Fig. 1: run 1, signal wires by layer
Drawn at 6 px/um. Only two layers are drawn.
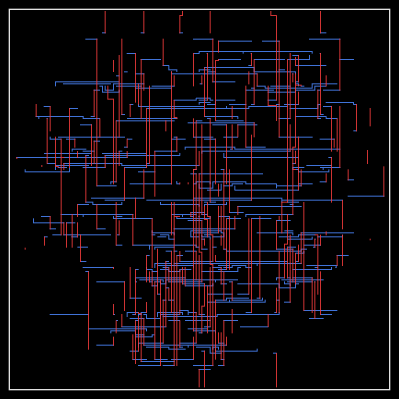
Fig. 2: run 1, cell placement
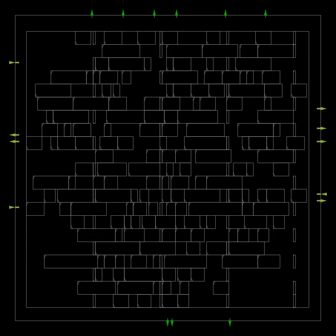
Fig. 3: run 1, signal wires on met3
Drawn at 6 px/um.
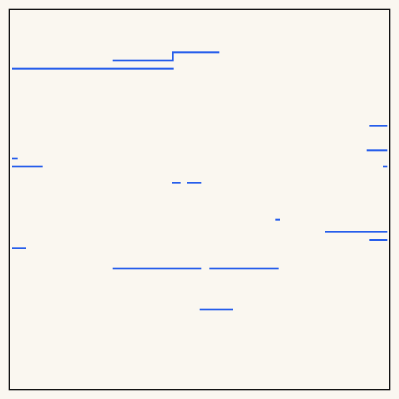
===== src/rtl/uart_rx_fsm_if.sv =====
// uart_rx_fsm_if
//  Bundles the serial line and the receive-side result signals of the UART
//  receiver so the controller and its environment connect through one port.
//
//  Signals
//   rx_in           serial line into the receiver, idles high
//   rx_data_out     last received byte, bit0 = first data bit on the line
//   rx_valid_out    one-cycle strobe: rx_data_out and the error flags are new
//   parity_err_out  parity mismatch on the last frame (qualified by rx_valid_out)
//   frame_err_out   stop bit sampled low on the last frame (qualified by rx_valid_out)
//   rx_busy_out     receiver is inside a frame (start detected, not yet idle)
//   state_dbg       current receiver FSM state encoding, for observation only
//
//  Handshake: rx_valid_out is a valid-only strobe with no ready/back-pressure.
//  It is high for exactly one Clk cycle per received frame, and the consumer
//  must capture rx_data_out/parity_err_out/frame_err_out in that cycle. The
//  data and flags then hold their value until the next strobe.
//
//  Modports
//   master  line driver / host side: drives rx_in, observes the results
//   slave   the receiver: samples rx_in, drives the results
interface uart_rx_fsm_if;
  logic       rx_in;
  logic [7:0] rx_data_out;
  logic       rx_valid_out;
  logic       parity_err_out;
  logic       frame_err_out;
  logic       rx_busy_out;
  logic [2:0] state_dbg;

  modport master (
    output rx_in,
    input  rx_data_out,
    input  rx_valid_out,
    input  parity_err_out,
    input  frame_err_out,
    input  rx_busy_out,
    input  state_dbg
  );

  modport slave (
    input  rx_in,
    output rx_data_out,
    output rx_valid_out,
    output parity_err_out,
    output frame_err_out,
    output rx_busy_out,
    output state_dbg
  );
endinterface


===== src/rtl/uart_rx_fsm.sv =====
// uart_rx_fsm
//  UART receive controller. Oversamples the serial line and recovers one frame:
//  start(0), 8 data bits LSB-first, parity, stop(1). Each frame is reported with
//  a one-cycle valid strobe together with parity and framing error flags, even
//  when an error is flagged.
//
//  Parameters
//   CLKS_PER_BIT  Clk cycles per bit period (even, >= 4)
//   PARITY_ODD    0 = even parity (parity bit = ^data), 1 = odd parity
//
//  Ports
//   Clk    system clock, all logic on posedge
//   reset  synchronous, active-high; aborts any frame in progress
//   bus    uart_rx_fsm_if.slave: rx_in in; rx_data_out, rx_valid_out,
//          parity_err_out, frame_err_out, rx_busy_out, state_dbg out
module uart_rx_fsm #(
  parameter int CLKS_PER_BIT = 16,
  parameter bit PARITY_ODD   = 1'b0
) (
  input logic          Clk,
  input logic          reset,
  uart_rx_fsm_if.slave bus
);

  localparam int CW = (CLKS_PER_BIT > 1) ? $clog2(CLKS_PER_BIT) : 1;
  localparam logic [CW-1:0] CNT_LAST = CW'(CLKS_PER_BIT - 1);
  localparam logic [CW-1:0] CNT_HALF = CW'(CLKS_PER_BIT / 2 - 1);

  typedef enum logic [2:0] {
    IDLE   = 3'd0,
    START  = 3'd1,
    DATA   = 3'd2,
    PARITY = 3'd3,
    STOP   = 3'd4
  } state_t;

  state_t        state_q, state_d;
  logic          rx_m, rx_s, rx_p;
  logic [CW-1:0] cnt_q, cnt_d;
  logic [2:0]    idx_q, idx_d;
  logic [7:0]    sh_q, sh_d;
  logic          perr_q, perr_d;
  logic          load_out;
  logic          bit_end;

  logic [7:0]    data_q;
  logic          valid_q;
  logic          perr_out_q;
  logic          ferr_out_q;

  assign bit_end = (cnt_q == CNT_LAST);

  always_comb begin
    state_d  = state_q;
    cnt_d    = cnt_q;
    idx_d    = idx_q;
    sh_d     = sh_q;
    perr_d   = perr_q;
    load_out = 1'b0;
    case (state_q)
      IDLE: begin
        cnt_d = '0;
        // Only a high-to-low transition starts a frame, so a line held low
        // (break) cannot retrigger until it has risen again.
        if (rx_p && !rx_s) state_d = START;
      end
      START: begin
        if (cnt_q == CNT_HALF) begin
          cnt_d   = '0;
          idx_d   = 3'd0;
          // Line back high at mid start bit: treat as a glitch, drop quietly.
          state_d = rx_s ? IDLE : DATA;
        end else begin
          cnt_d = cnt_q + CW'(1);
        end
      end
      DATA: begin
        if (bit_end) begin
          cnt_d = '0;
          sh_d  = {rx_s, sh_q[7:1]};
          idx_d = idx_q + 3'd1;
          if (idx_q == 3'd7) state_d = PARITY;
        end else begin
          cnt_d = cnt_q + CW'(1);
        end
      end
      PARITY: begin
        if (bit_end) begin
          cnt_d   = '0;
          perr_d  = rx_s ^ (^sh_q) ^ PARITY_ODD;
          state_d = STOP;
        end else begin
          cnt_d = cnt_q + CW'(1);
        end
      end
      STOP: begin
        if (bit_end) begin
          cnt_d    = '0;
          load_out = 1'b1;
          state_d  = IDLE;
        end else begin
          cnt_d = cnt_q + CW'(1);
        end
      end
      default: begin
        state_d = IDLE;
        cnt_d   = '0;
      end
    endcase
  end

  always_ff @(posedge Clk) begin
    if (reset) begin
      rx_m       <= 1'b1;
      rx_s       <= 1'b1;
      rx_p       <= 1'b1;
      state_q    <= IDLE;
      cnt_q      <= '0;
      idx_q      <= 3'd0;
      sh_q       <= 8'h00;
      perr_q     <= 1'b0;
      data_q     <= 8'h00;
      valid_q    <= 1'b0;
      perr_out_q <= 1'b0;
      ferr_out_q <= 1'b0;
    end else begin
      rx_m    <= bus.rx_in;
      rx_s    <= rx_m;
      rx_p    <= rx_s;
      state_q <= state_d;
      cnt_q   <= cnt_d;
      idx_q   <= idx_d;
      sh_q    <= sh_d;
      perr_q  <= perr_d;
      valid_q <= load_out;
      if (load_out) begin
        data_q     <= sh_q;
        perr_out_q <= perr_q;
        ferr_out_q <= ~rx_s;
      end
    end
  end

  assign bus.rx_data_out    = data_q;
  assign bus.rx_valid_out   = valid_q;
  assign bus.parity_err_out = perr_out_q;
  assign bus.frame_err_out  = ferr_out_q;
  assign bus.rx_busy_out    = (state_q != IDLE);
  assign bus.state_dbg      = state_q;

endmodule

===== src/flat_wrapper.sv =====
// flat-port wrapper written by rule: the top's interface ports become plain ports
module uart_rx_fsm_flat 
#(
  parameter int CLKS_PER_BIT = 16,
  parameter bit PARITY_ODD   = 1'b0
)
  (Clk, reset, bus_rx_in, bus_rx_data_out, bus_rx_valid_out, bus_parity_err_out, bus_frame_err_out, bus_rx_busy_out, bus_state_dbg);
  uart_rx_fsm_if bus_i ();
  input logic Clk;
  input logic reset;
  input wire logic [$bits(bus_i.rx_in)-1:0] bus_rx_in;
  output wire logic [$bits(bus_i.rx_data_out)-1:0] bus_rx_data_out;
  output wire logic [$bits(bus_i.rx_valid_out)-1:0] bus_rx_valid_out;
  output wire logic [$bits(bus_i.parity_err_out)-1:0] bus_parity_err_out;
  output wire logic [$bits(bus_i.frame_err_out)-1:0] bus_frame_err_out;
  output wire logic [$bits(bus_i.rx_busy_out)-1:0] bus_rx_busy_out;
  output wire logic [$bits(bus_i.state_dbg)-1:0] bus_state_dbg;
  assign bus_i.rx_in = bus_rx_in;
  assign bus_rx_data_out = bus_i.rx_data_out;
  assign bus_rx_valid_out = bus_i.rx_valid_out;
  assign bus_parity_err_out = bus_i.parity_err_out;
  assign bus_frame_err_out = bus_i.frame_err_out;
  assign bus_rx_busy_out = bus_i.rx_busy_out;
  assign bus_state_dbg = bus_i.state_dbg;
  uart_rx_fsm #(.CLKS_PER_BIT(CLKS_PER_BIT), .PARITY_ODD(PARITY_ODD)) u_core (.Clk(Clk), .reset(reset), .bus(bus_i));
endmodule

===== config.mk =====
export PLATFORM = sky130hd
export DESIGN_NAME = uart_rx_fsm_flat
export DESIGN_NICKNAME = d
export VERILOG_FILES = /design/src/rtl/uart_rx_fsm_if.sv /design/src/rtl/uart_rx_fsm.sv /design/src/flat_wrapper.sv
export SDC_FILE = /design/constraint.sdc
export NUM_CORES = 1
export LEC_CHECK = 0
export ABC_AREA = 0
export CORE_MARGIN = 2
export CORE_UTILIZATION = 40
export DETAILED_ROUTE_END_ITERATION = 16
export HOLD_SLACK_MARGIN = 0.03
export PLACE_DENSITY = 0.61
export RECOVER_POWER = 50
export SETUP_SLACK_MARGIN = 0.2
export SLEW_MARGIN = 0
export SYNTH_ARGS = -nofsm -noshare
export SYNTH_HDL_FRONTEND = slang
export SYNTH_SLANG_ARGS = --single-unit

===== constraint.sdc =====
create_clock -name Clk -period 1.6 [get_ports Clk]
set_input_delay 0.16 -clock Clk [delete_from_list [all_inputs] [get_ports Clk]]
set_output_delay 0.16 -clock Clk [all_outputs]
set_load 0.01 [all_outputs]

==> out/summary.rpt, run 1 <==
======================================================================================
Outcome                                                                   finished, final reports clean
Switching power share of the total                                               0.199
Number of CTS-inserted buffers                                                       5
RSZ-0062 raised after global routing                                              true
Largest net degree at the start of global routing                                   19
Primary FF master, synth                                                       dfxtp_1
Max rail drop VDD                                                               785 uV
Clock Skew                                                                   0.0134 ns
Met2 track demand over resource in global routing                                0.247
Die boundary width                                                             63.2 um
Via-per-instance ratio                                                            4.92
Chain of cells forming the critical path                                  ha_4 > and3_4 > nand3_2 > or4b_1 > o311ai_1
Number of nets in the synthesized netlist                                          150
Final antenna-violating net count                                                    0
Area used by multi-input combinational logic                                 743 sq um
Multi-input logic portion of the cell area                                       0.401
Final-report hold violation count                                                    0
Compound-cell area share of the yosys netlist                                   0.0742
CP startpoint                                                             u_core.cnt_q[0]
Power density normalized to cell area                                      898 mW/mm^2
FMAX                                                                           677 MHz
Weighted congestion reported at the end of routability-driven placement          0.750
Starting utilization of the core area                                            0.420
Antenna diodes                                                                       0
Leading cell kind                                                         multi-input combinational cells
DRC                                                                                  0
Chip Area, Yosys                                                          0.00140 sq mm
Top layer in use                                                                  met4
Internal power                                                                 1330 uW
Most used cells in the layout excluding fill and tap cells                26 x nor2_1, 25 x dfxtp_1, 17 x mux2i_1, 11 x dlygate4sd2_1, 8 x buf_4
Tapcell count                                                                       46
Non-filler cells, final                                                            220
Share of the synthesized area in the top cell type                               0.472
Layout cells sized above 1                                                       0.241
Layout inverter count without the clock tree                                         2
Worst rel slew slack                                                             0.729
Post-route standard cell area excluding fillers                           0.00185 sq mm
Count of warning messages emitted by the tools                                      29
Final HPWL DP                                                                  1.97 mm
Repair and plain buffers                                                            31
Power in sequential cells                                                       828 uW
Non-clock buffering overhead                                                     0.144
Grt ovf                                                                              0
R2R cell count                                                                       5
Sink Count                                                                          33
Post_cts resized                                                                    23
Worst setup path endpoint                                                 u_core.perr_q
Number of combinational gates with multiple inputs                                 100
CTS H-tree lvls                                                                      2
Die extent in y                                                                63.2 um
Clock slew at the register clock pins of the worst setup and hold paths        0.11 ns
Clk. pwr                                                                        782 uW
Post-placement cell area                                                  0.00168 sq mm
WL met2                                                                        1.34 mm
Mux cell area share                                                              0.122
Highest-utilization routing layer at the global route stage                       met2
Mapped Cells                                                                       144
Cell area leaders                                                         dfxtp_1 47%, mux2i_1 12%, nor2_1 7.0%, xnor2_1 3.1%, ha_1 2.7%
Post-cts hold-fix buffer tally                                                       0
GR Layer Usage met1                                                              0.193
Number of distinct library cells after synthesis                                    32
Final Cycle Share                                                                0.923
Placed Instances                                                                   206
Most common cell after layout, fill and taps aside                              nor2_1
Fin. max-slew vios                                                                   0
Cell taking the most area after synthesis                                      dfxtp_1
First-pass GRT wire length                                                     4.85 mm
Clk network pwr share                                                            0.470
Nets                                                                               179
Async S/R FF share, synth                                                            0
Dominant cell by count in the synthesized netlist                              dfxtp_1
Row cnt                                                                             21
Post-synth design cell area                                               0.00140 sq mm
Max capacitance violation total                                                      0
Number of global-route vias before repair                                         1045
Most instantiated cells after synthesis                                   33 x dfxtp_1, 26 x nor2_1, 17 x mux2i_1, 6 x nand3_1, 5 x xnor2_1
Delay of the slowest cell on the worst path                                    0.52 ns
Bufs and invs on worst path                                                          0
Setup slack, reg-to-reg                                                        0.12 ns
Top pwr grp                                                               sequential cells
Cell family with most CP delay                                            simple AND/OR/NAND/NOR gates
Count of library flops with an enable pin                                            0
Pwr Total                                                                      1660 uW
Worst path setup slack after routing                                          0.123 ns
Clk Latency, worst-skew pair                                                   0.35 ns
Maximum buffer depth of the clock tree                                               2
Count of pins on the block boundary                                                 18
Sw Pwr                                                                          331 uW
Data arrival time of the critical path                                         1.75 ns
Reg power frac                                                                   0.498
Core region area                                                          0.00334 sq mm
Crit-path slowest cell                                                          or4b_1
Worst Max-Slew Pin Slew                                                       0.406 ns
Register bit count reported by yosys                                                33
# setup viols final                                                                  0
Sum of met3 wire segment lengths after detailed routing                         106 um
Max Fanout on Critical Path                                                          7
Worst flop-to-flop path startpoint                                        u_core.cnt_q[0]
Simple-gate area share of the yosys netlist                                      0.201
Crit end category                                                                 flop
Yosys cell count                                                                   144
Category of the most critical setup path                                    reg -> reg
Finished Core Util                                                               0.555
Number of antenna violations at the first check in global routing                    0
Setup tns final                                                                   0 ns
Classification of the worst-slack hold path                                  in -> reg
Signed area change from the synthesized netlist to the final layout              32.4%
======================================================================================
About Fig. 1:
[M2] red | wire length: 1340 um
[M1] blue | wire length: 1320 um
total vias in the final route: 1083
detail-routed net length per standard cell: 12.9 um
aggregate global-route resource usage: 0.160

About Fig. 2:
total of fill cells in the finished design: 312
registers: 33

About Fig. 3:
wire length on this layer: 107 um
share of all routed wire: 3.8%
main direction: horizontal
nets with wire on the layer: 11
met3 track demand over resource: 0.0607
wire length reported by the detailed router: 2.83 mm

-- run 1: kinds of logic after synthesis --
family,Yosys count
AND-OR/OR-AND,15
XOR/XNOR,9
adder cells (fa/ha/maj),3
buffers and inverters,11
flip-flops,33
multiplexers,17
AND/OR/NAND/NOR,56
-- run 1: how the worst min path moves through the flow --
stage	from	endpoint	slack (ns)	cells after the start
finish	bus_rx_in	u_core.rx_m	0.37	2
global placement	u_core.rx_m	u_core.rx_s	0.40	1
detailed placement	u_core.rx_m	u_core.rx_s	0.40	1
global route	bus_rx_in	u_core.rx_m	0.37	2
floorplan	bus_rx_in	u_core.rx_m	0.26	1
CTS	bus_rx_in	u_core.rx_m	0.36	2
==> run 1 -> run 2 <==
--- a/config.mk
+++ b/config.mk
@@ -6,7 +6,7 @@
 export NUM_CORES = 1
 export LEC_CHECK = 0
 export ABC_AREA = 0
-export CORE_MARGIN = 2
+export CORE_MARGIN = 4
 export CORE_UTILIZATION = 40
 export DETAILED_ROUTE_END_ITERATION = 16
 export HOLD_SLACK_MARGIN = 0.03
==> out/summary.rpt, run 2 <==
======================================================================================
R2R cell count                                                                       5   unchanged
Crit end category                                                                 flop
Cell family with most CP delay                                            simple AND/OR/NAND/NOR gates
Antenna diodes                                                                       0   unchanged
Worst setup path endpoint                                                 u_core.perr_q
Clk network pwr share                                                            0.423   -0.047
Delay of the slowest cell on the worst path                                    0.54 ns   +0.02 ns
Quantity of I/O buffers inserted on ports                                           17
Top pwr grp                                                               sequential cells
Worst Max-Slew Pin Slew                                                       0.446 ns   +0.0397 ns
RSZ-0062 raised after global routing                                              true
Highest-utilization routing layer at the global route stage                       met2
CTS H-tree lvls                                                                      2   unchanged
Repair and plain buffers                                                            36   +16%
Layout cells sized above 1                                                       0.268   +0.0268
WL met2                                                                        1.33 mm   -0.75%
Worst path setup slack after routing                                          0.105 ns   -0.0176 ns
Fin. max-slew vios                                                                   0   unchanged
Starting utilization of the core area                                            0.416   -0.00328
Reg power frac                                                                   0.540   +0.042
Area used by multi-input combinational logic                                 753 sq um   +1.3%
Met2 track demand over resource in global routing                                0.217   -0.0302
Post-cts hold-fix buffer tally                                                       0   unchanged
FMAX                                                                           669 MHz   -1.2%
Setup tns final                                                                   0 ns   unchanged
DRC                                                                                  0   unchanged
Multi-input logic portion of the cell area                                       0.400   -0.00108
Category of the most critical setup path                                    reg -> reg
Power density normalized to cell area                                      815 mW/mm^2   -9.2%
Classification of the worst-slack hold path                                  in -> reg
Tapcell count                                                                       46   unchanged
Primary FF master, synth                                                       dfxtp_1
Sw Pwr                                                                          310 uW   -6.5%
Share of the synthesized area in the top cell type                               0.472   unchanged
Clock slew at the register clock pins of the worst setup and hold paths        0.10 ns   about the same
Sink Count                                                                          33   unchanged
Mapped Cells                                                                       144   unchanged
Dominant cell by count in the synthesized netlist                              dfxtp_1
Non-filler cells, final                                                            225   +2.3%
Final HPWL DP                                                                  1.82 mm   -7.6%
Final-report hold violation count                                                    0   unchanged
Post-route standard cell area excluding fillers                           0.00188 sq mm   +1.6%
Chain of cells forming the critical path                                  ha_4 > and3_4 > nand3_2 > or4b_4 > o311ai_2
Clk. pwr                                                                        649 uW   -17%
Via-per-instance ratio                                                            5.00   +1.7%
Number of nets in the synthesized netlist                                          150   unchanged
Internal power                                                                 1230 uW   -8.0%
Count of warning messages emitted by the tools                                      29   unchanged
Core region area                                                          0.00336 sq mm   +0.79%
Die extent in y                                                                67.2 um   +6.3%
Count of pins on the block boundary                                                 18   unchanged
Xor/xnor share of the synthesized area                                          0.0661
Simple-gate area share of the yosys netlist                                      0.201   unchanged
# setup viols final                                                                  0   unchanged
Cell area leaders                                                         dfxtp_1 47%, mux2i_1 12%, nor2_1 7.0%, xnor2_1 3.1%, ha_1 2.7%
Detail-routed net length per standard cell                                     12.4 um   -3.9%
Top layer in use                                                                  met4
GR Layer Usage met1                                                              0.174   -0.0193
Data arrival time of the critical path                                         1.75 ns   about the same
Setup slack, reg-to-reg                                                        0.10 ns   -0.02 ns
Register bit count reported by yosys                                                33   unchanged
Weighted congestion reported at the end of routability-driven placement          0.754   +0.53%
Final Cycle Share                                                                0.934   +0.0110
Clock Skew                                                                  0.00746 ns   -0.00595 ns
Row cnt                                                                             21   unchanged
Count of library flops with an enable pin                                            0   unchanged
Max Fanout on Critical Path                                                          5   -2
Most common cell after layout, fill and taps aside                             dfxtp_1
Registers                                                                           33   unchanged
Pwr Total                                                                      1540 uW   -7.7%
Die boundary width                                                             67.2 um   +6.3%
Most used cells in the layout excluding fill and tap cells                28 x dfxtp_1, 26 x nor2_1, 17 x mux2i_1, 17 x buf_4, 10 x clkdlybuf4s25_1
Yosys cell count                                                                   144   unchanged
Clk Latency, worst-skew pair                                                   0.33 ns   -0.02 ns
Mux cell area share                                                              0.122   unchanged
Outcome                                                                   finished, final reports clean
Total of fill cells in the finished design                                         331   +6.1%
Bufs and invs on worst path                                                          0   unchanged
Grt ovf                                                                              0   unchanged
Max capacitance violation total                                                      0   unchanged
Number of CTS-inserted buffers                                                       5   unchanged
Number of distinct library cells after synthesis                                    32   unchanged
Post-placement cell area                                                  0.00169 sq mm   +0.45%
Number of combinational gates with multiple inputs                                 100   unchanged
Maximum buffer depth of the clock tree                                               2   unchanged
First-pass GRT wire length                                                     4.73 mm   -2.4%
CP startpoint                                                             u_core.cnt_q[0]
Final antenna-violating net count                                                    0   unchanged
Worst rel slew slack                                                             0.703   -0.0265
Sum of met3 wire segment lengths after detailed routing                         117 um   +10%
Worst flop-to-flop path startpoint                                        u_core.cnt_q[0]
Signed area change from the synthesized netlist to the final layout              34.5%
Number of antenna violations at the first check in global routing                    0   unchanged
Largest net degree at the start of global routing                                   23   +4
Most instantiated cells after synthesis                                   33 x dfxtp_1, 26 x nor2_1, 17 x mux2i_1, 6 x nand3_1, 5 x xnor2_1
Crit-path slowest cell                                                          or4b_4
Number of global-route vias before repair                                         1069   +2.3%
Non-clock buffering overhead                                                     0.166   +0.0223
Chip Area, Yosys                                                          0.00140 sq mm   unchanged
======================================================================================
[run 2: worst min-delay path by stage]
stage,start,end,slack [ns],cells past startpoint
after floorplan,bus_rx_in,u_core.rx_m,0.26,1
after global placement,u_core.rx_m,u_core.rx_s,0.39,1
after detailed placement,u_core.rx_m,u_core.rx_s,0.39,1
after CTS,bus_rx_in,u_core.rx_m,0.37,2
after global routing,bus_rx_in,u_core.rx_m,0.38,2
final,bus_rx_in,u_core.rx_m,0.39,2
[run 2: kinds of logic after synthesis]
kind of cell / Yosys count
buffers and inverters: 11
adder cells (fa/ha/maj): 3
multiplexers: 17
XOR/XNOR: 9
flip-flops: 33
AND/OR/NAND/NOR: 56
AND-OR/OR-AND: 15
[run 2: timing repair]
item	CTS	global route
endpoints found under the setup margin	18	35
buffers inserted	9	1
pin swaps	7	4
resized	15	21
Fig. 4: run 2, signal wires by layer
Drawn at 6 px/um. Only two layers are drawn.
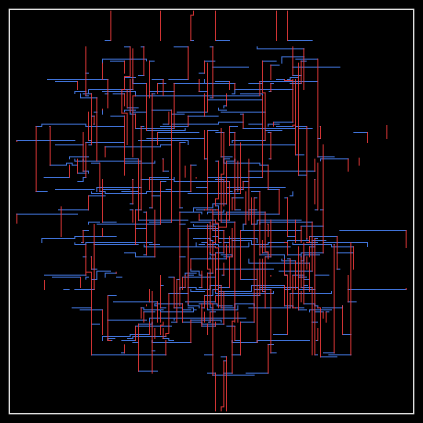
[M2] red | wire length: 1330 um
[M1] blue | wire length: 1290 um
total vias in the final route: 1126
aggregate global-route resource usage: 0.140

Fig. 5: run 2, where the registers sit
Drawn at 8 px/um.
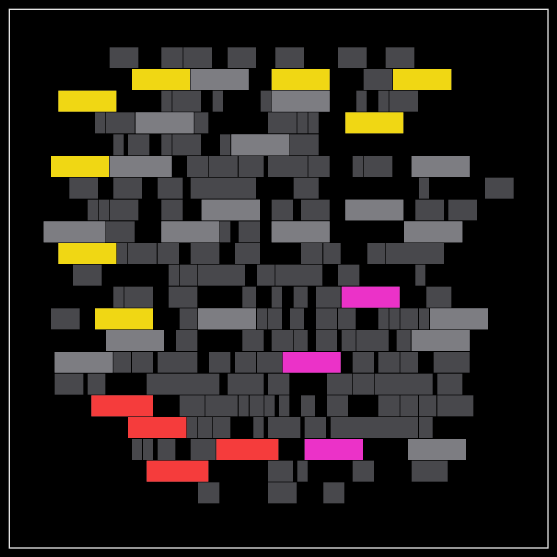
[`u_core.bus.state_dbg`] magenta | placed flops: 3
[`u_core.bus.rx_data_out`] yellow | placed flops: 8
[`u_core.cnt_q`] red | placed flops: 4
not colored: 18
sequential portion of the cell area: 0.354
sequential cell area in the final layout: 667 sq um
power in sequential cells: 829 uW
Finished Core Util: 0.560

Fig. 6: run 2, signal wires on met3
Drawn at 6 px/um.
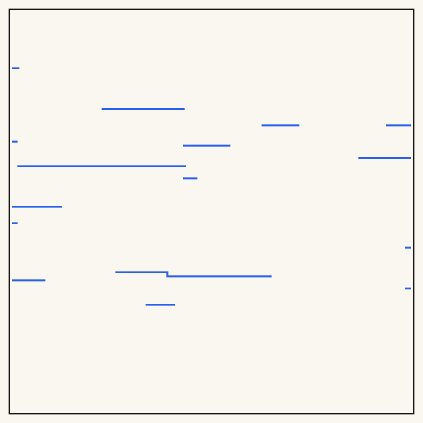
nets with wire on the layer: 12
wire length on this layer: 118 um
longest straight run: 27.8 um
share of all routed wire: 4.2%
main direction: horizontal
wire length reported by the detailed router: 2.78 mm
met3 track demand over resource: 0.0549

Power is estimated from default activity; no workload was simulated.
